## config.mk

```make
export PLATFORM = sky130hd
export DESIGN_NAME = pc_fetch_ctrl_flat
export DESIGN_NICKNAME = d
export VERILOG_FILES = /design/src/rtl/pc_fetch_ctrl_if.sv /design/src/rtl/pc_fetch_ctrl.sv /design/src/flat_wrapper.sv
export SDC_FILE = /design/constraint.sdc
export NUM_CORES = 1
export LEC_CHECK = 0
export ABC_AREA = 1
export CAP_MARGIN = 25
export CORE_MARGIN = 2
export CORE_UTILIZATION = 39
export DETAILED_ROUTE_END_ITERATION = 16
export GPL_TIMING_DRIVEN = 0
export PLACE_DENSITY = 0.69
export SLEW_MARGIN = 10
export SYNTH_ARGS = -nofsm -noshare
export SYNTH_HDL_FRONTEND = slang
export SYNTH_SLANG_ARGS = --single-unit
export TNS_END_PERCENT = 10
```

## constraint.sdc

```tcl
create_clock -name clk -period 6 [get_ports clk]
set_input_delay 1.2 -clock clk [delete_from_list [all_inputs] [get_ports clk]]
set_output_delay 1.2 -clock clk [all_outputs]
set_load 0.01 [all_outputs]
```

## src/rtl/pc_fetch_ctrl_if.sv

```systemverilog
// Instruction-memory fetch bus between pc_fetch_ctrl (master) and the instruction memory (slave).
// Request/address come from the fetch controller; ack/rdata return from memory.
interface pc_fetch_ctrl_if #(
  parameter int ADDR_W = 32
);
  logic              imem_req;
  logic [ADDR_W-1:0] imem_addr;
  logic              imem_ack;
  logic [31:0]       imem_rdata;

  modport master (
    output imem_req,
    output imem_addr,
    input  imem_ack,
    input  imem_rdata
  );

  modport slave (
    input  imem_req,
    input  imem_addr,
    output imem_ack,
    output imem_rdata
  );
endinterface

```

## src/rtl/pc_fetch_ctrl.sv

```systemverilog
// Program-counter sequencer and instruction-fetch handshake with flush > branch > jump redirects.
// Optional macro PC_MISALIGN_TRAP_EN traps misaligned branch/jump targets (misalign_o/misalign_addr_o).
module pc_fetch_ctrl #(
  parameter int                ADDR_W   = 32,
  parameter logic [ADDR_W-1:0] RESET_PC = '0
) (
  input  logic              clk,
  input  logic              rst,
  input  logic              stall_i,
  input  logic              flush_i,
  input  logic [ADDR_W-1:0] flush_pc_i,
  input  logic              br_taken_i,
  input  logic [ADDR_W-1:0] br_target_i,
  input  logic              jmp_i,
  input  logic [ADDR_W-1:0] jmp_target_i,
  pc_fetch_ctrl_if.master   imem,
  output logic              inst_valid_o,
  output logic [31:0]       inst_o,
  output logic [ADDR_W-1:0] inst_pc_o
`ifdef PC_MISALIGN_TRAP_EN
  ,
  output logic              misalign_o,
  output logic [ADDR_W-1:0] misalign_addr_o
`endif
);

  typedef enum logic [1:0] {IDLE, REQ, RESP, TRAP} state_t;

  state_t            r_state;
  state_t            w_state_next;

  logic [ADDR_W-1:0] r_pc;
  logic              r_pend_valid;
  logic [ADDR_W-1:0] r_pend_pc;
  logic              r_req;
  logic [ADDR_W-1:0] r_addr;
  logic              r_inst_valid;
  logic [31:0]       r_inst;
  logic [ADDR_W-1:0] r_inst_pc;

  logic [ADDR_W-1:0] w_pc_next;
  logic              w_pend_valid_next;
  logic [ADDR_W-1:0] w_pend_pc_next;
  logic              w_req_next;
  logic [ADDR_W-1:0] w_addr_next;
  logic              w_inst_valid_next;
  logic [31:0]       w_inst_next;
  logic [ADDR_W-1:0] w_inst_pc_next;

  logic              w_redir;
  logic [ADDR_W-1:0] w_raw_target;
  logic [ADDR_W-1:0] w_target;
  logic              w_misalign;
  logic              w_trap;

`ifdef PC_MISALIGN_TRAP_EN
  logic              r_mis;
  logic [ADDR_W-1:0] r_mis_addr;
`endif

  // Only the highest-priority redirect's target is used; low two bits are never fetched.
  always_comb begin
    w_redir      = flush_i | br_taken_i | jmp_i;
    w_raw_target = jmp_target_i;
    if (flush_i)
      w_raw_target = flush_pc_i;
    else if (br_taken_i)
      w_raw_target = br_target_i;
    w_target   = w_raw_target & ~ADDR_W'(3);
    w_misalign = 1'b0;
`ifdef PC_MISALIGN_TRAP_EN
    w_misalign = !flush_i && (w_raw_target[1:0] != 2'b00);
`endif
    w_trap = w_redir & w_misalign;
  end

  always_ff @(posedge clk or posedge rst) begin
    if (rst)
      r_state <= IDLE;
    else
      r_state <= w_state_next;
  end

  always_comb begin
    w_state_next = r_state;
    case (r_state)
      IDLE:    w_state_next = w_trap ? TRAP : REQ;
      REQ: begin
        if (w_trap)
          w_state_next = TRAP;
        else if (imem.imem_ack && !w_redir && !r_pend_valid)
          w_state_next = RESP;
      end
      RESP: begin
        if (w_trap)
          w_state_next = TRAP;
        else if (w_redir || !stall_i)
          w_state_next = REQ;
      end
      TRAP:    if (flush_i) w_state_next = REQ;
      default: w_state_next = IDLE;
    endcase
  end

  // A response whose request was overtaken by a redirect is dropped and the redirect is fetched instead.
  always_comb begin
    w_pc_next         = r_pc;
    w_pend_valid_next = r_pend_valid;
    w_pend_pc_next    = r_pend_pc;
    w_req_next        = 1'b0;
    w_addr_next       = r_addr;
    w_inst_valid_next = 1'b0;
    w_inst_next       = r_inst;
    w_inst_pc_next    = r_inst_pc;
    case (r_state)
      IDLE: begin
        if (!w_trap) begin
          w_pc_next   = w_redir ? w_target : r_pc;
          w_req_next  = 1'b1;
          w_addr_next = w_redir ? w_target : r_pc;
        end
      end
      REQ: begin
        if (w_trap) begin
          w_pend_valid_next = 1'b0;
        end else if (imem.imem_ack) begin
          w_pend_valid_next = 1'b0;
          if (w_redir) begin
            w_pc_next   = w_target;
            w_req_next  = 1'b1;
            w_addr_next = w_target;
          end else if (r_pend_valid) begin
            w_pc_next   = r_pend_pc;
            w_req_next  = 1'b1;
            w_addr_next = r_pend_pc;
          end else begin
            w_pc_next         = r_pc + ADDR_W'(4);
            w_inst_valid_next = 1'b1;
            w_inst_next       = imem.imem_rdata;
            w_inst_pc_next    = r_pc;
          end
        end else begin
          w_req_next = 1'b1;
          if (w_redir) begin
            w_pend_valid_next = 1'b1;
            w_pend_pc_next    = w_target;
          end
        end
      end
      RESP: begin
        if (w_trap) begin
          w_inst_valid_next = 1'b0;
        end else if (w_redir) begin
          w_pc_next   = w_target;
          w_req_next  = 1'b1;
          w_addr_next = w_target;
        end else if (stall_i) begin
          w_inst_valid_next = 1'b1;
        end else begin
          w_req_next  = 1'b1;
          w_addr_next = r_pc;
        end
      end
      TRAP: begin
        if (flush_i) begin
          w_pc_next   = w_target;
          w_req_next  = 1'b1;
          w_addr_next = w_target;
        end
      end
      default: begin
        w_pend_valid_next = 1'b0;
      end
    endcase
  end

  always_ff @(posedge clk or posedge rst) begin
    if (rst) begin
      r_pc         <= RESET_PC;
      r_pend_valid <= 1'b0;
      r_pend_pc    <= '0;
      r_req        <= 1'b0;
      r_addr       <= RESET_PC;
      r_inst_valid <= 1'b0;
      r_inst       <= '0;
      r_inst_pc    <= '0;
    end else begin
      r_pc         <= w_pc_next;
      r_pend_valid <= w_pend_valid_next;
      r_pend_pc    <= w_pend_pc_next;
      r_req        <= w_req_next;
      r_addr       <= w_addr_next;
      r_inst_valid <= w_inst_valid_next;
      r_inst       <= w_inst_next;
      r_inst_pc    <= w_inst_pc_next;
    end
  end

`ifdef PC_MISALIGN_TRAP_EN
  // The trap indication is a single-cycle pulse; the offending address is kept until the next trap.
  always_ff @(posedge clk or posedge rst) begin
    if (rst) begin
      r_mis      <= 1'b0;
      r_mis_addr <= '0;
    end else begin
      r_mis <= w_trap;
      if (w_trap)
        r_mis_addr <= w_raw_target;
    end
  end

  assign misalign_o      = r_mis;
  assign misalign_addr_o = r_mis_addr;
`endif

  assign imem.imem_req  = r_req;
  assign imem.imem_addr = r_addr;
  assign inst_valid_o   = r_inst_valid;
  assign inst_o         = r_inst;
  assign inst_pc_o      = r_inst_pc;

endmodule

```

## src/flat_wrapper.sv

```systemverilog
// flat-port wrapper written by rule: the top's interface ports become plain ports
module pc_fetch_ctrl_flat 
#(
  parameter int                ADDR_W   = 32,
  parameter logic [ADDR_W-1:0] RESET_PC = '0
)
  (clk, rst, stall_i, flush_i, flush_pc_i, br_taken_i, br_target_i, jmp_i, jmp_target_i, inst_valid_o, inst_o, inst_pc_o, imem_imem_req, imem_imem_addr, imem_imem_ack, imem_imem_rdata);
  pc_fetch_ctrl_if #(.ADDR_W(ADDR_W)) imem_i ();
  input  logic clk;
  input  logic rst;
  input  logic stall_i;
  input  logic flush_i;
  input  logic [ADDR_W-1:0] flush_pc_i;
  input  logic br_taken_i;
  input  logic [ADDR_W-1:0] br_target_i;
  input  logic jmp_i;
  input  logic [ADDR_W-1:0] jmp_target_i;
  output logic inst_valid_o;
  output logic [31:0] inst_o;
  output logic [ADDR_W-1:0] inst_pc_o;
  output wire logic [$bits(imem_i.imem_req)-1:0] imem_imem_req;
  output wire logic [$bits(imem_i.imem_addr)-1:0] imem_imem_addr;
  input wire logic [$bits(imem_i.imem_ack)-1:0] imem_imem_ack;
  input wire logic [$bits(imem_i.imem_rdata)-1:0] imem_imem_rdata;
  assign imem_imem_req = imem_i.imem_req;
  assign imem_imem_addr = imem_i.imem_addr;
  assign imem_i.imem_ack = imem_imem_ack;
  assign imem_i.imem_rdata = imem_imem_rdata;
  pc_fetch_ctrl #(.ADDR_W(ADDR_W), .RESET_PC(RESET_PC)) u_core (.clk(clk), .rst(rst), .stall_i(stall_i), .flush_i(flush_i), .flush_pc_i(flush_pc_i), .br_taken_i(br_taken_i), .br_target_i(br_target_i), .jmp_i(jmp_i), .jmp_target_i(jmp_target_i), .imem(imem_i), .inst_valid_o(inst_valid_o), .inst_o(inst_o), .inst_pc_o(inst_pc_o));
endmodule
```

Fig. 1: run 1, met3 routing
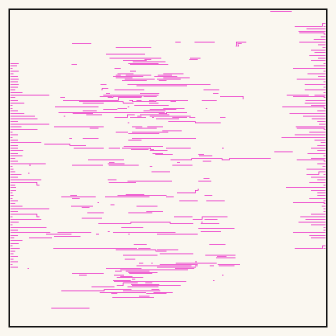
- longest straight run: 54.3 um
- share of all routed wire: 9.9%
- wire length on this layer: 3630 um
- main direction: horizontal

Fig. 2: run 1, cell area per tile
16 x 16 tiles, from white (low) to dark blue (high), 0 to 100% covered.
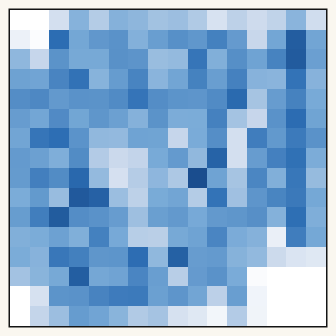
- nearly empty tiles: 5.5%
- fullest tile: 88%
- emptiest ninth of the die: bottom right

Fig. 3: run 1, pin map
Pins as bars across the die edge, other pins in gray.
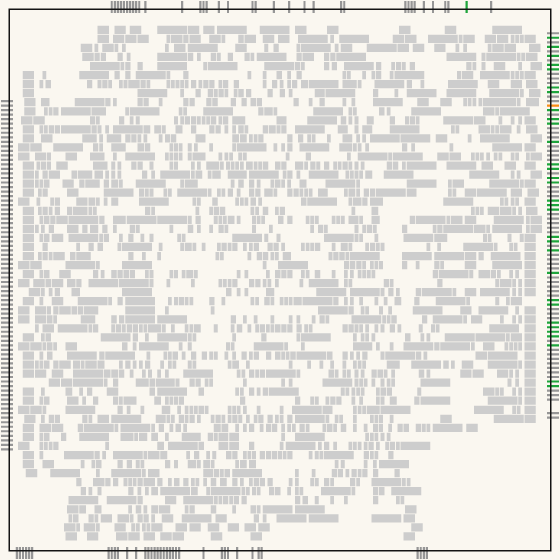
- green: `inst_o` (pins 32; direction output; edge 31 right, 1 top)
- orange: `rst` (pins 1; direction input; edge right)

==> run_summary.xml, run 1 <==
<?xml version="1.0" encoding="UTF-8"?>
<metrics>
  <group name="run_status">
    <metric name="status" unit="">complete, no violations</metric>
  </group>
  <group name="layout">
    <metric name="layout.nonclk_buf_share" unit="%">20.41</metric>
    <metric name="final.fill_count" unit="">2447</metric>
    <metric name="final_layout_size_suffix_gt1_share" unit="%">7.316</metric>
    <metric name="nClkBuffers" unit="">17</metric>
    <metric name="mostFrequentLayoutCell" unit="">nand2_1</metric>
    <metric name="num-nets-final" unit="">1824</metric>
    <metric name="final_cells" unit="">2019</metric>
    <metric name="diodes" unit="">0</metric>
    <metric name="area.share.combinational" unit="%">37.48</metric>
    <metric name="non_clock_buffer_count" unit="">305</metric>
    <metric name="synthToLayoutAreaGrowth" unit="%">33.78</metric>
    <metric name="combGateArea" unit="um2">4905</metric>
    <metric name="inverters" unit="">111</metric>
    <metric name="logic_gates" unit="">1084</metric>
    <metric name="layout.clock.cell_area_share" unit="%">4.599</metric>
    <metric name="layout.area.top_class" unit="">combinational gates</metric>
    <metric name="flops" unit="">163</metric>
  </group>
  <group name="grt">
    <metric name="grt_util_met3" unit="%">5.679</metric>
    <metric name="first_global_vias" unit="">9641</metric>
    <metric name="globalRoute.totalOverflow" unit="">0</metric>
    <metric name="grt.busiest_layer" unit="">met2</metric>
    <metric name="grt_use_met1" unit="%">39.80</metric>
    <metric name="grt_pass1_wl" unit="mm">55.73</metric>
    <metric name="met2_track_demand_over_resource" unit="%">41.93</metric>
    <metric name="grt_start_max_net_pins" unit="">102</metric>
    <metric name="grtUsageTotal" unit="%">27.61</metric>
    <metric name="number_of_antenna_violations_at_the_first_check_in_global_routing" unit="">0</metric>
  </group>
  <group name="setup_path">
    <metric name="worst_ep_required_time" unit="ps">6380</metric>
    <metric name="maximum_net_fanout_on_the_critical_path" unit="">10</metric>
    <metric name="timing.critical_path.buf_inv" unit="">5</metric>
    <metric name="startpoint_class" unit="">primary input</metric>
    <metric name="path_cells" unit="">clkdlybuf4s50_1 -&gt; nor2_1 -&gt; nand2_2 -&gt; buf_6 -&gt; inv_2 -&gt; buf_2 -&gt; nand2_1 -&gt; nand2_1 -&gt; a21oi_1 -&gt; nand2_1 -&gt; o21ai_0 -&gt; inv_1</metric>
    <metric name="r2r-start" unit="">u_core.r_state[1]$_DFFE_PP0P_</metric>
    <metric name="critical_path.max_stage_delay" unit="ps">500</metric>
    <metric name="cp-endpoint" unit="">u_core.imem.imem_addr[23]$_DFFE_PP0P_</metric>
    <metric name="timing.setup.critical_path_class" unit="">primary input to flop</metric>
    <metric name="critical-path-slowest-cell" unit="">clkdlybuf4s50_1</metric>
    <metric name="worstSetupEndpointType" unit="">flop</metric>
    <metric name="crit_cells" unit="">12</metric>
    <metric name="worst_ep_arrival_time" unit="ps">3420</metric>
    <metric name="worst_reg_to_reg_path_cell_count" unit="">14</metric>
    <metric name="crit_top_cell" unit="">nand2_1</metric>
    <metric name="cpLargestDelayFamily" unit="">buffers and inverters</metric>
  </group>
  <group name="yosys">
    <metric name="leading_area_contributor_after_synthesis" unit="">dfrtp_1</metric>
    <metric name="netlist_instances" unit="">1436</metric>
    <metric name="synth_chip_area" unit="um2">9782</metric>
    <metric name="syn-cell-area" unit="um2">9782</metric>
    <metric name="synth.top_cells.by_area" unit="">dfrtp_1 (42%), nand2_1 (21%), o21ai_0 (7.1%)</metric>
    <metric name="xor_area_share" unit="%">0.4477</metric>
    <metric name="synth.net_count" unit="">1578</metric>
    <metric name="netlist.area_leader.share" unit="%">41.70</metric>
    <metric name="synth_area_per_cell" unit="um2">6.812</metric>
    <metric name="synth.yosys.num_cells" unit="">1436</metric>
    <metric name="ys.flops" unit="">163</metric>
    <metric name="synth_warnings" unit="">0</metric>
    <metric name="yosys_most_used_dff" unit="">dfrtp_1</metric>
    <metric name="synth.distinct_cells" unit="">36</metric>
    <metric name="synth.cellmix.simpleShare" unit="%">32.86</metric>
    <metric name="compound_area_share" unit="%">15.82</metric>
    <metric name="yosys-dominant-comb-family" unit="">simple AND/OR/NAND/NOR gates</metric>
  </group>
  <group name="cts">
    <metric name="postCtsHoldBufs" unit="">0</metric>
    <metric name="postCtsSetupBuffers" unit="">0</metric>
    <metric name="cts.htree.levels" unit="">4</metric>
    <metric name="cts_root_buffer" unit="">clkbuf_16</metric>
    <metric name="cts_tree" unit="">built</metric>
    <metric name="numCtsBuffers" unit="">17</metric>
    <metric name="clock_latency" unit="ps">450</metric>
    <metric name="clkSlewWorstSetupHoldPaths" unit="ps">70</metric>
    <metric name="clock_tree.buffer_depth" unit="">2</metric>
    <metric name="cts_resized" unit="">0</metric>
  </group>
  <group name="power_and_ir_drop">
    <metric name="power_combinational" unit="mW">3.28</metric>
    <metric name="leakage_power_total" unit="nW">6.188</metric>
    <metric name="power-top-group" unit="">combinational cells</metric>
    <metric name="power_clock" unit="mW">1.13</metric>
    <metric name="ir_worst_vdd" unit="V">0.0002188</metric>
    <metric name="comb_power_share" unit="%">51.3</metric>
    <metric name="clock_power_share" unit="%">17.7</metric>
    <metric name="portion_of_total_power_attributed_to_sequential_cells" unit="%">30.9</metric>
    <metric name="power_per_cell_area" unit="nW/um2">488.2</metric>
    <metric name="switching_power" unit="mW">2.931</metric>
    <metric name="post-layout-total-power" unit="mW">6.388</metric>
    <metric name="cell_internal_pwr" unit="mW">3.457</metric>
  </group>
  <group name="sta">
    <metric name="final.min_clock_period" unit="ps">3035</metric>
    <metric name="rsz_0062_raised_after_global_routing" unit="">no</metric>
    <metric name="clock.fmax" unit="GHz">0.3295</metric>
    <metric name="finalHoldViolCount" unit="">0</metric>
    <metric name="transition_time_of_the_tightest_slew_check_pin" unit="ps">739.3</metric>
    <metric name="worst_path_setup_slack_after_routing" unit="ps">2965</metric>
    <metric name="skew" unit="ps">14.01</metric>
    <metric name="slew-limit-headroom" unit="%">50.71</metric>
    <metric name="final_slew_violations" unit="">0</metric>
  </group>
  <group name="worst_hold_path">
    <metric name="min_path_type" unit="">flop to flop</metric>
    <metric name="min-delay-start" unit="">u_core.inst_o[0]$_DFFE_PP0P_</metric>
    <metric name="whs_endpoint" unit="">u_core.inst_o[0]$_DFFE_PP0P_</metric>
  </group>
  <group name="route">
    <metric name="detail-route-antenna-nets" unit="">0</metric>
    <metric name="m1WireLength" unit="mm">16.49</metric>
    <metric name="drc" unit="">0</metric>
    <metric name="met2_length" unit="mm">15.59</metric>
    <metric name="vias_per_cell" unit="">5.227</metric>
    <metric name="wirelength" unit="mm">36.61</metric>
    <metric name="drt_pass1_iterations" unit="">6</metric>
    <metric name="dr_wl_met3" unit="mm">3.625</metric>
    <metric name="violation_tally_from_detailed_route_iteration_zero" unit="">1087</metric>
    <metric name="detailroute.via_count" unit="">10550</metric>
    <metric name="highest_signal_layer" unit="">met4</metric>
    <metric name="wl_per_cell" unit="um">18.13</metric>
  </group>
  <group name="die">
    <metric name="die_width" unit="um">162.4</metric>
    <metric name="chipHeight" unit="um">162.4</metric>
    <metric name="placement_rows" unit="">57</metric>
    <metric name="fp-utilization" unit="%">39.99</metric>
    <metric name="die_area" unit="um2">26360</metric>
    <metric name="fp.coreArea" unit="um2">24460</metric>
    <metric name="tap_cells" unit="">324</metric>
    <metric name="ios" unit="">233</metric>
  </group>
  <group name="job">
    <metric name="log.warning_count" unit="">39</metric>
    <metric name="total_of_max_cap_violations" unit="">0</metric>
  </group>
  <group name="placement">
    <metric name="gp_congestion" unit="">0.9899</metric>
    <metric name="placed_cells_incl_taps" unit="">1987</metric>
    <metric name="placement.setup.worst_slack" unit="ps">2580</metric>
    <metric name="dpl.hpwl" unit="mm">28.90</metric>
    <metric name="placement.io_buffers" unit="">226</metric>
    <metric name="dpl_cell_area" unit="um2">12480</metric>
  </group>
</metrics>
[run 1: through the flow]
step           TNS (ps)  hold slack, ps
2_1_floorplan         0           449.4
3_3_place_gp    -306340           452.7
3_5_place_dp          0           457.6
4_1_cts               0           476.1
5_1_grt               0           497.9
6_report              0           472.4
[run 1: Yosys cell counts (2+ instances only)]
cell type and count:
a21oi_1 84, a21oi_2 5, a22oi_1 6, a31oi_1 3
and2_1 4, buf_1 7, buf_2 28, buf_4 6
buf_6 4, clkbuf_1 32, dfrtp_1 163, ha_1 7
inv_1 100, inv_2 10, nand2_1 547, nand2_2 5
nand3_1 85, nand3_2 7, nand3b_1 2, nand4_1 13
nor2_1 96, nor2_2 5, nor2_4 3, o211ai_1 2
o211ai_2 6, o21ai_0 138, o21ai_1 42, o22ai_1 2
or2_1 5, or2_2 9, xor2_1 5
==> inputs of run 2 (changes only) <==
--- a/config.mk
+++ b/config.mk
@@ -11,7 +11,7 @@
 export CORE_UTILIZATION = 39
 export DETAILED_ROUTE_END_ITERATION = 16
 export GPL_TIMING_DRIVEN = 0
-export PLACE_DENSITY = 0.69
+export PLACE_DENSITY = 0.72
 export SLEW_MARGIN = 10
 export SYNTH_ARGS = -nofsm -noshare
 export SYNTH_HDL_FRONTEND = slang
==> constraint.sdc (replaced) <==
create_clock -name clk -period 2.5 [get_ports clk]
set_input_delay 0.5 -clock clk [delete_from_list [all_inputs] [get_ports clk]]
set_output_delay 0.5 -clock clk [all_outputs]
set_load 0.01 [all_outputs]
Fig. 4: run 2, placement view
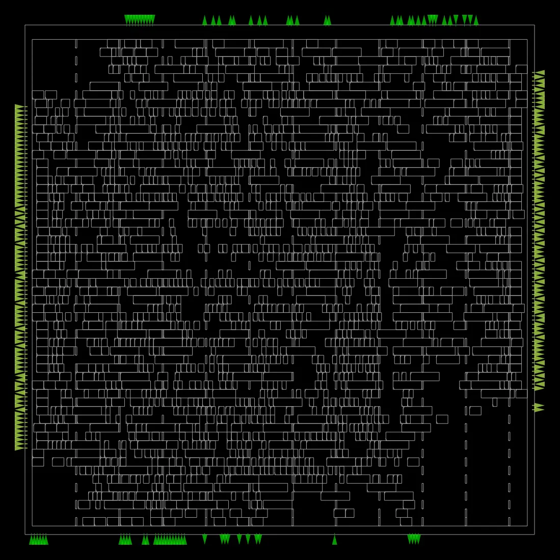
sequential cell count: 163
final design utilization: 53.74%

Fig. 5: run 2, pin map
Pins as bars across the die edge, other pins in gray.
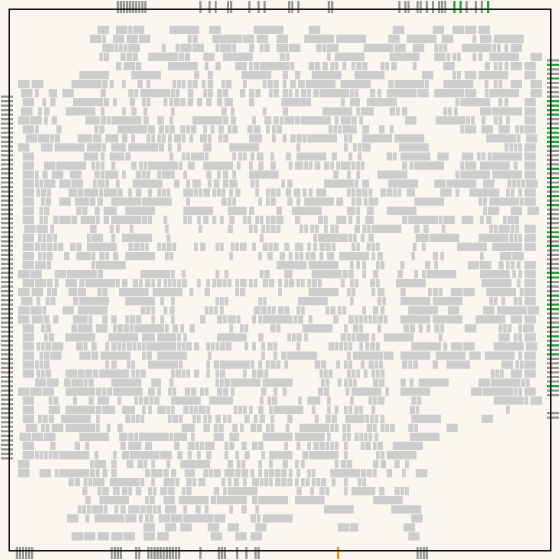
- orange: `rst` (pins 1; direction input; edge bottom)
- green: `inst_o` (pins 32; direction output; edge 29 right, 3 top)
- all pins by edge: 81 left, 77 right, 39 top, 36 bottom

==> run 2 against run 1 <==
  * Sequential cell count unchanged
  * Final area increased by 0.45%
  * Combinational power increased by 140%
  * Routed wire length increased by 0.39%
  * Count of clock-buffer cells in the layout unchanged
  * Final cell count increased by 0.15%
  * Largest power group unchanged
==> run_summary.xml, run 2 <==
<?xml version="1.0" encoding="UTF-8"?>
<metrics>
  <group name="run_status">
    <metric name="status" unit="">complete, no violations</metric>
  </group>
  <group name="yosys">
    <metric name="syn-cell-area" unit="um2">9782</metric>
    <metric name="compound_area_share" unit="%">15.82</metric>
    <metric name="ys.flops" unit="">163</metric>
    <metric name="synth_warnings" unit="">0</metric>
    <metric name="yosys-dominant-comb-family" unit="">simple AND/OR/NAND/NOR gates</metric>
    <metric name="synth.distinct_cells" unit="">36</metric>
    <metric name="xor_area_share" unit="%">0.4477</metric>
    <metric name="leading_area_contributor_after_synthesis" unit="">dfrtp_1</metric>
    <metric name="top_cells_by_count" unit="">nand2_1 (547), dfrtp_1 (163), o21ai_0 (138)</metric>
  </group>
  <group name="setup_path">
    <metric name="timing.critical_path.buf_inv" unit="">4</metric>
    <metric name="worst_ep_required_time" unit="ps">2830</metric>
    <metric name="worstSetupEndpointType" unit="">flop</metric>
    <metric name="crit_cells" unit="">10</metric>
    <metric name="critical_path.max_stage_delay" unit="ps">580</metric>
    <metric name="critical-path-slowest-cell" unit="">clkdlybuf4s50_1</metric>
    <metric name="path_cells" unit="">clkdlybuf4s50_1 -&gt; nor2_1 -&gt; nand2_2 -&gt; buf_6 -&gt; clkbuf_1 -&gt; o21ai_0 -&gt; nand2_1 -&gt; nand4_1 -&gt; o21ai_0 -&gt; inv_1</metric>
    <metric name="worst_ep_arrival_time" unit="ps">2740</metric>
    <metric name="cpLargestDelayFamily" unit="">buffers and inverters</metric>
    <metric name="maximum_net_fanout_on_the_critical_path" unit="">10</metric>
    <metric name="worst_reg_to_reg_path_cell_count" unit="">8</metric>
    <metric name="cp-endpoint" unit="">u_core.imem.imem_addr[21]$_DFFE_PP0P_</metric>
    <metric name="timing.setup.critical_path_class" unit="">primary input to flop</metric>
  </group>
  <group name="sta">
    <metric name="worst_path_setup_slack_after_routing" unit="ps">93.44</metric>
    <metric name="rsz_0062_raised_after_global_routing" unit="">no</metric>
    <metric name="transition_time_of_the_tightest_slew_check_pin" unit="ps">725.8</metric>
    <metric name="worst_hold_slack" unit="ps">473.0</metric>
    <metric name="skew" unit="ps">15.09</metric>
    <metric name="finalHoldViolCount" unit="">0</metric>
    <metric name="clock.fmax" unit="GHz">0.4155</metric>
    <metric name="final_slew_violations" unit="">0</metric>
  </group>
  <group name="power_and_ir_drop">
    <metric name="portion_of_total_power_attributed_to_sequential_cells" unit="%">31.1</metric>
    <metric name="ir_worst_vdd" unit="V">0.0004948</metric>
    <metric name="power_per_cell_area" unit="nW/um2">1167</metric>
    <metric name="leakage_power_total" unit="nW">6.196</metric>
    <metric name="post-layout-total-power" unit="mW">15.34</metric>
    <metric name="power_clock" unit="mW">2.65</metric>
    <metric name="switching_power" unit="mW">7.045</metric>
    <metric name="cell_internal_pwr" unit="mW">8.299</metric>
  </group>
  <group name="placement">
    <metric name="placement.setup.worst_slack" unit="ps">-261.0</metric>
    <metric name="dpl_cell_area" unit="um2">12530</metric>
    <metric name="dpl.hpwl" unit="mm">29.16</metric>
    <metric name="placement.io_buffers" unit="">226</metric>
  </group>
  <group name="route">
    <metric name="violation_tally_from_detailed_route_iteration_zero" unit="">933</metric>
    <metric name="drt_pass1_iterations" unit="">5</metric>
    <metric name="m1WireLength" unit="mm">16.38</metric>
    <metric name="vias_per_cell" unit="">5.262</metric>
    <metric name="detailroute.via_count" unit="">10640</metric>
    <metric name="highest_signal_layer" unit="">met4</metric>
    <metric name="wl_per_cell" unit="um">18.18</metric>
    <metric name="dr_wl_met3" unit="mm">3.474</metric>
    <metric name="wirelength" unit="mm">36.75</metric>
  </group>
  <group name="cts">
    <metric name="cts.htree.levels" unit="">4</metric>
    <metric name="cts_root_buffer" unit="">clkbuf_16</metric>
    <metric name="clkSlewWorstSetupHoldPaths" unit="ps">70</metric>
    <metric name="clock_latency" unit="ps">450</metric>
    <metric name="cts_tree" unit="">built</metric>
    <metric name="clock_tree.buffer_depth" unit="">2</metric>
    <metric name="numCtsBuffers" unit="">17</metric>
  </group>
  <group name="grt">
    <metric name="grtUsageTotal" unit="%">28.08</metric>
    <metric name="grt_start_max_net_pins" unit="">38</metric>
    <metric name="grt_util_met3" unit="%">5.653</metric>
    <metric name="globalRoute.totalOverflow" unit="">0</metric>
    <metric name="met2_track_demand_over_resource" unit="%">43.95</metric>
    <metric name="first_global_vias" unit="">10020</metric>
    <metric name="number_of_antenna_violations_at_the_first_check_in_global_routing" unit="">0</metric>
  </group>
  <group name="die">
    <metric name="die_area" unit="um2">26360</metric>
    <metric name="fp.coreArea" unit="um2">24460</metric>
    <metric name="die_width" unit="um">162.4</metric>
    <metric name="placement_rows" unit="">57</metric>
  </group>
  <group name="layout">
    <metric name="diodes" unit="">0</metric>
    <metric name="num-nets-final" unit="">1827</metric>
    <metric name="final_layout_size_suffix_gt1_share" unit="%">7.538</metric>
    <metric name="mostFrequentLayoutCell" unit="">nand2_1</metric>
    <metric name="final.fill_count" unit="">2396</metric>
    <metric name="final_cells" unit="">2022</metric>
  </group>
  <group name="worst_hold_path">
    <metric name="whs_endpoint" unit="">u_core.inst_o[7]$_DFFE_PP0P_</metric>
    <metric name="min-delay-start" unit="">u_core.inst_o[7]$_DFFE_PP0P_</metric>
    <metric name="min_path_type" unit="">flop to flop</metric>
  </group>
  <group name="job">
    <metric name="total_of_max_cap_violations" unit="">0</metric>
    <metric name="log.warning_count" unit="">38</metric>
  </group>
</metrics>
==> run 2: cell count changes in the layout (fill, tap and decap cells not counted), moves of 2 or more <==
cell / delta
buf_12: +4
inv_8: -2
nor2_4: +2
clkinvlp_4: +4
==> run 2: layout make-up <==
class	count	area (um2)	share of cell area [%]
well taps	324	405.4	3.084
clock inverters	15	162.7	1.237
multi-input cells	1084	4922	37.45
inverters	111	422.9	3.217
repair buffers	230	2342	17.82
plain buffers	78	385.4	2.932
flip-flops and latches	163	4079	31.03
clock buffers	17	425.4	3.236
==> run 2: worst min-delay path, delay by kind of cell, from the launching register on <==
family,cells,cell delay (ps)
AND/OR/NAND/NOR,2,100
flip-flops,1,340
==> run 2: repair_timing <==
action / in CTS / in global routing
pin swaps: 0 / 0
endpoints found under the setup margin: 5 / 32
hold buffers: 0 / 0
gates resized: 2 / 4
==> inputs of run 3 (changes only) <==
--- a/config.mk
+++ b/config.mk
@@ -10,6 +10,7 @@
 export CORE_MARGIN = 2
 export CORE_UTILIZATION = 39
 export DETAILED_ROUTE_END_ITERATION = 16
+export GPL_ROUTABILITY_DRIVEN = 1
 export GPL_TIMING_DRIVEN = 0
 export PLACE_DENSITY = 0.72
 export SLEW_MARGIN = 10
Fig. 6: run 3, pin map
Pins as bars across the die edge, other pins in gray.
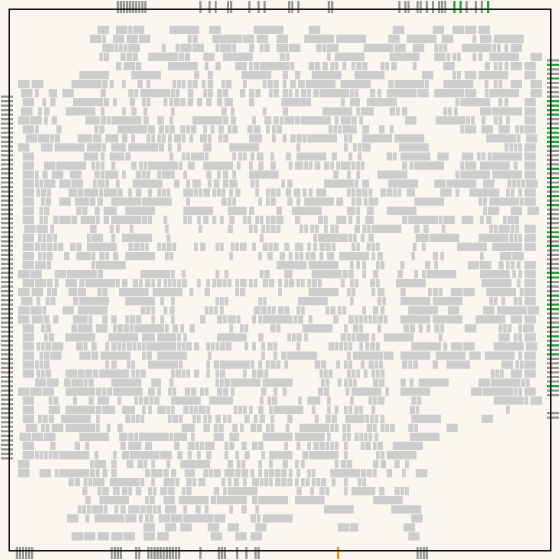
buffers added on ports: 226
Die Width: 162.4 um
chip height: 162.4 um

Fig. 7: run 3, met3 routing
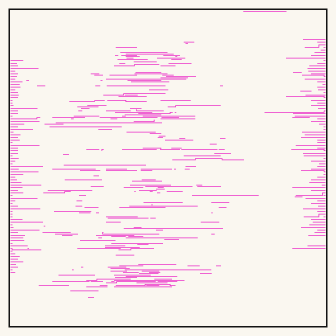
Post-Route WL: 36.75 mm
detailed-route via count: 10640

==> run 3 against run 2 <==
  * First-iteration DRC count unchanged
  * Clock power about the same
  * Via count unchanged
  * Worst setup slack did not move
  * Final cell count did not move
  * Synthesized cell count stayed put
  * Final area stayed put
  * Sequential power hardly changed
  * Largest cell class unchanged
  * Critical endpoint unchanged
  * Hold slack is the same
  * Routed wire length did not move
  * Register-to-register slack about the same
  * Power unchanged
==> run_summary.xml, run 3 <==
<?xml version="1.0" encoding="UTF-8"?>
<metrics>
  <group name="sta">
    <metric name="skew" unit="ps">15.09</metric>
    <metric name="clock.fmax" unit="GHz">0.4155</metric>
    <metric name="worst_path_setup_slack_after_routing" unit="ps">93.44</metric>
    <metric name="finalSetupViolations" unit="">0</metric>
    <metric name="worst_hold_slack" unit="ps">473.0</metric>
    <metric name="transition_time_of_the_tightest_slew_check_pin" unit="ps">725.8</metric>
    <metric name="rsz_0062_raised_after_global_routing" unit="">no</metric>
    <metric name="final_slew_violations" unit="">0</metric>
  </group>
  <group name="layout">
    <metric name="area.share.combinational" unit="%">37.45</metric>
    <metric name="layout.nonclk_buf_share" unit="%">20.75</metric>
    <metric name="nClkBuffers" unit="">17</metric>
    <metric name="flops" unit="">163</metric>
    <metric name="final_layout_size_suffix_gt1_share" unit="%">7.538</metric>
    <metric name="diodes" unit="">0</metric>
    <metric name="non_clock_buffer_count" unit="">308</metric>
    <metric name="mostFrequentLayoutCell" unit="">nand2_1</metric>
    <metric name="layout.clock.cell_area_share" unit="%">4.474</metric>
    <metric name="final.fill_count" unit="">2396</metric>
    <metric name="inverters" unit="">111</metric>
    <metric name="final_cells" unit="">2022</metric>
    <metric name="num-nets-final" unit="">1827</metric>
    <metric name="seq_area_share" unit="%">31.03</metric>
    <metric name="flop_area" unit="um2">4079</metric>
    <metric name="post-route-util" unit="%">53.74</metric>
    <metric name="logic_gates" unit="">1084</metric>
    <metric name="combGateArea" unit="um2">4922</metric>
  </group>
  <group name="power_and_ir_drop">
    <metric name="post-layout-total-power" unit="mW">15.34</metric>
    <metric name="power_combinational" unit="mW">7.93</metric>
    <metric name="cell_internal_pwr" unit="mW">8.299</metric>
    <metric name="switching_power" unit="mW">7.045</metric>
    <metric name="power_per_cell_area" unit="nW/um2">1167</metric>
    <metric name="portion_of_total_power_attributed_to_sequential_cells" unit="%">31.1</metric>
    <metric name="power_clock" unit="mW">2.65</metric>
    <metric name="leakage_power_total" unit="nW">6.196</metric>
  </group>
  <group name="grt">
    <metric name="grt_util_met3" unit="%">5.653</metric>
    <metric name="grtUsageTotal" unit="%">28.08</metric>
    <metric name="met2_track_demand_over_resource" unit="%">43.95</metric>
    <metric name="grt_start_max_net_pins" unit="">38</metric>
    <metric name="globalRoute.totalOverflow" unit="">0</metric>
    <metric name="number_of_antenna_violations_at_the_first_check_in_global_routing" unit="">0</metric>
    <metric name="grt.busiest_layer" unit="">met2</metric>
    <metric name="first_global_vias" unit="">10020</metric>
  </group>
  <group name="cts">
    <metric name="cts_tree" unit="">built</metric>
    <metric name="clkSlewWorstSetupHoldPaths" unit="ps">70</metric>
    <metric name="numCtsBuffers" unit="">17</metric>
    <metric name="postCtsHoldBufs" unit="">0</metric>
    <metric name="cts.htree.levels" unit="">4</metric>
    <metric name="clock_tree.buffer_depth" unit="">2</metric>
    <metric name="clock_latency" unit="ps">450</metric>
    <metric name="cts_resized" unit="">2</metric>
  </group>
  <group name="route">
    <metric name="vias_per_cell" unit="">5.262</metric>
    <metric name="violation_tally_from_detailed_route_iteration_zero" unit="">933</metric>
    <metric name="dr_wl_met3" unit="mm">3.474</metric>
    <metric name="highest_signal_layer" unit="">met4</metric>
    <metric name="wl_per_cell" unit="um">18.18</metric>
    <metric name="m1WireLength" unit="mm">16.38</metric>
    <metric name="detail-route-antenna-nets" unit="">0</metric>
  </group>
  <group name="setup_path">
    <metric name="worstSetupEndpointType" unit="">flop</metric>
    <metric name="critical_path.max_stage_delay" unit="ps">580</metric>
    <metric name="maximum_net_fanout_on_the_critical_path" unit="">10</metric>
    <metric name="worst_reg_to_reg_path_cell_count" unit="">8</metric>
    <metric name="cpLargestDelayFamily" unit="">buffers and inverters</metric>
    <metric name="worst_ep_arrival_time" unit="ps">2740</metric>
    <metric name="worst_ep_required_time" unit="ps">2830</metric>
    <metric name="timing.critical_path.buf_inv" unit="">4</metric>
    <metric name="timing.setup.critical_path_class" unit="">primary input to flop</metric>
    <metric name="critical-path-slowest-cell" unit="">clkdlybuf4s50_1</metric>
  </group>
  <group name="worst_hold_path">
    <metric name="whs_endpoint" unit="">u_core.inst_o[7]$_DFFE_PP0P_</metric>
    <metric name="min_path_type" unit="">flop to flop</metric>
    <metric name="min-delay-start" unit="">u_core.inst_o[7]$_DFFE_PP0P_</metric>
  </group>
  <group name="yosys">
    <metric name="yosys-dominant-comb-family" unit="">simple AND/OR/NAND/NOR gates</metric>
    <metric name="compound_area_share" unit="%">15.82</metric>
    <metric name="synth_warnings" unit="">0</metric>
    <metric name="leading_area_contributor_after_synthesis" unit="">dfrtp_1</metric>
    <metric name="syn-cell-area" unit="um2">9782</metric>
    <metric name="top_cells_by_count" unit="">nand2_1 (547), dfrtp_1 (163), o21ai_0 (138)</metric>
    <metric name="ys.flops" unit="">163</metric>
    <metric name="synth.top_cells.by_area" unit="">dfrtp_1 (42%), nand2_1 (21%), o21ai_0 (7.1%)</metric>
  </group>
  <group name="job">
    <metric name="total_of_max_cap_violations" unit="">0</metric>
    <metric name="log.warning_count" unit="">38</metric>
  </group>
  <group name="placement">
    <metric name="placement.setup.worst_slack" unit="ps">-261.0</metric>
    <metric name="dpl.hpwl" unit="mm">29.16</metric>
    <metric name="dpl_cell_area" unit="um2">12530</metric>
  </group>
  <group name="die">
    <metric name="ios" unit="">233</metric>
    <metric name="die_area" unit="um2">26360</metric>
    <metric name="fp.coreArea" unit="um2">24460</metric>
    <metric name="placement_rows" unit="">57</metric>
    <metric name="tap_cells" unit="">324</metric>
  </group>
  <group name="run_status">
    <metric name="status" unit="">complete, no violations</metric>
  </group>
</metrics>
-- run 3: cell counts in the layout (fill, tap and decap cells not counted) --
Identical to the previous run, type by type.
-- run 3: worst max path at each step --
stage | depth (start not counted) | endpoint | from | slack, ps
global placement | 2 | u_core.imem.imem_addr[5]$_DFFE_PP0P_ | rst | -1470
global route | 14 | u_core.imem.imem_addr[15]$_DFFE_PP0P_ | u_core.r_state[1]$_DFFE_PP0P_ | 10
finish | 10 | u_core.imem.imem_addr[21]$_DFFE_PP0P_ | br_taken_i | 90
CTS | 14 | u_core.imem.imem_addr[21]$_DFFE_PP0P_ | u_core.r_state[1]$_DFFE_PP0P_ | 40
floorplan | 1 | u_core.imem.imem_addr[0]$_DFFE_PP0P_ | rst | -70
detailed placement | 10 | u_core.imem.imem_addr[21]$_DFFE_PP0P_ | br_taken_i | -260
Power and IR drop assume default switching activity.
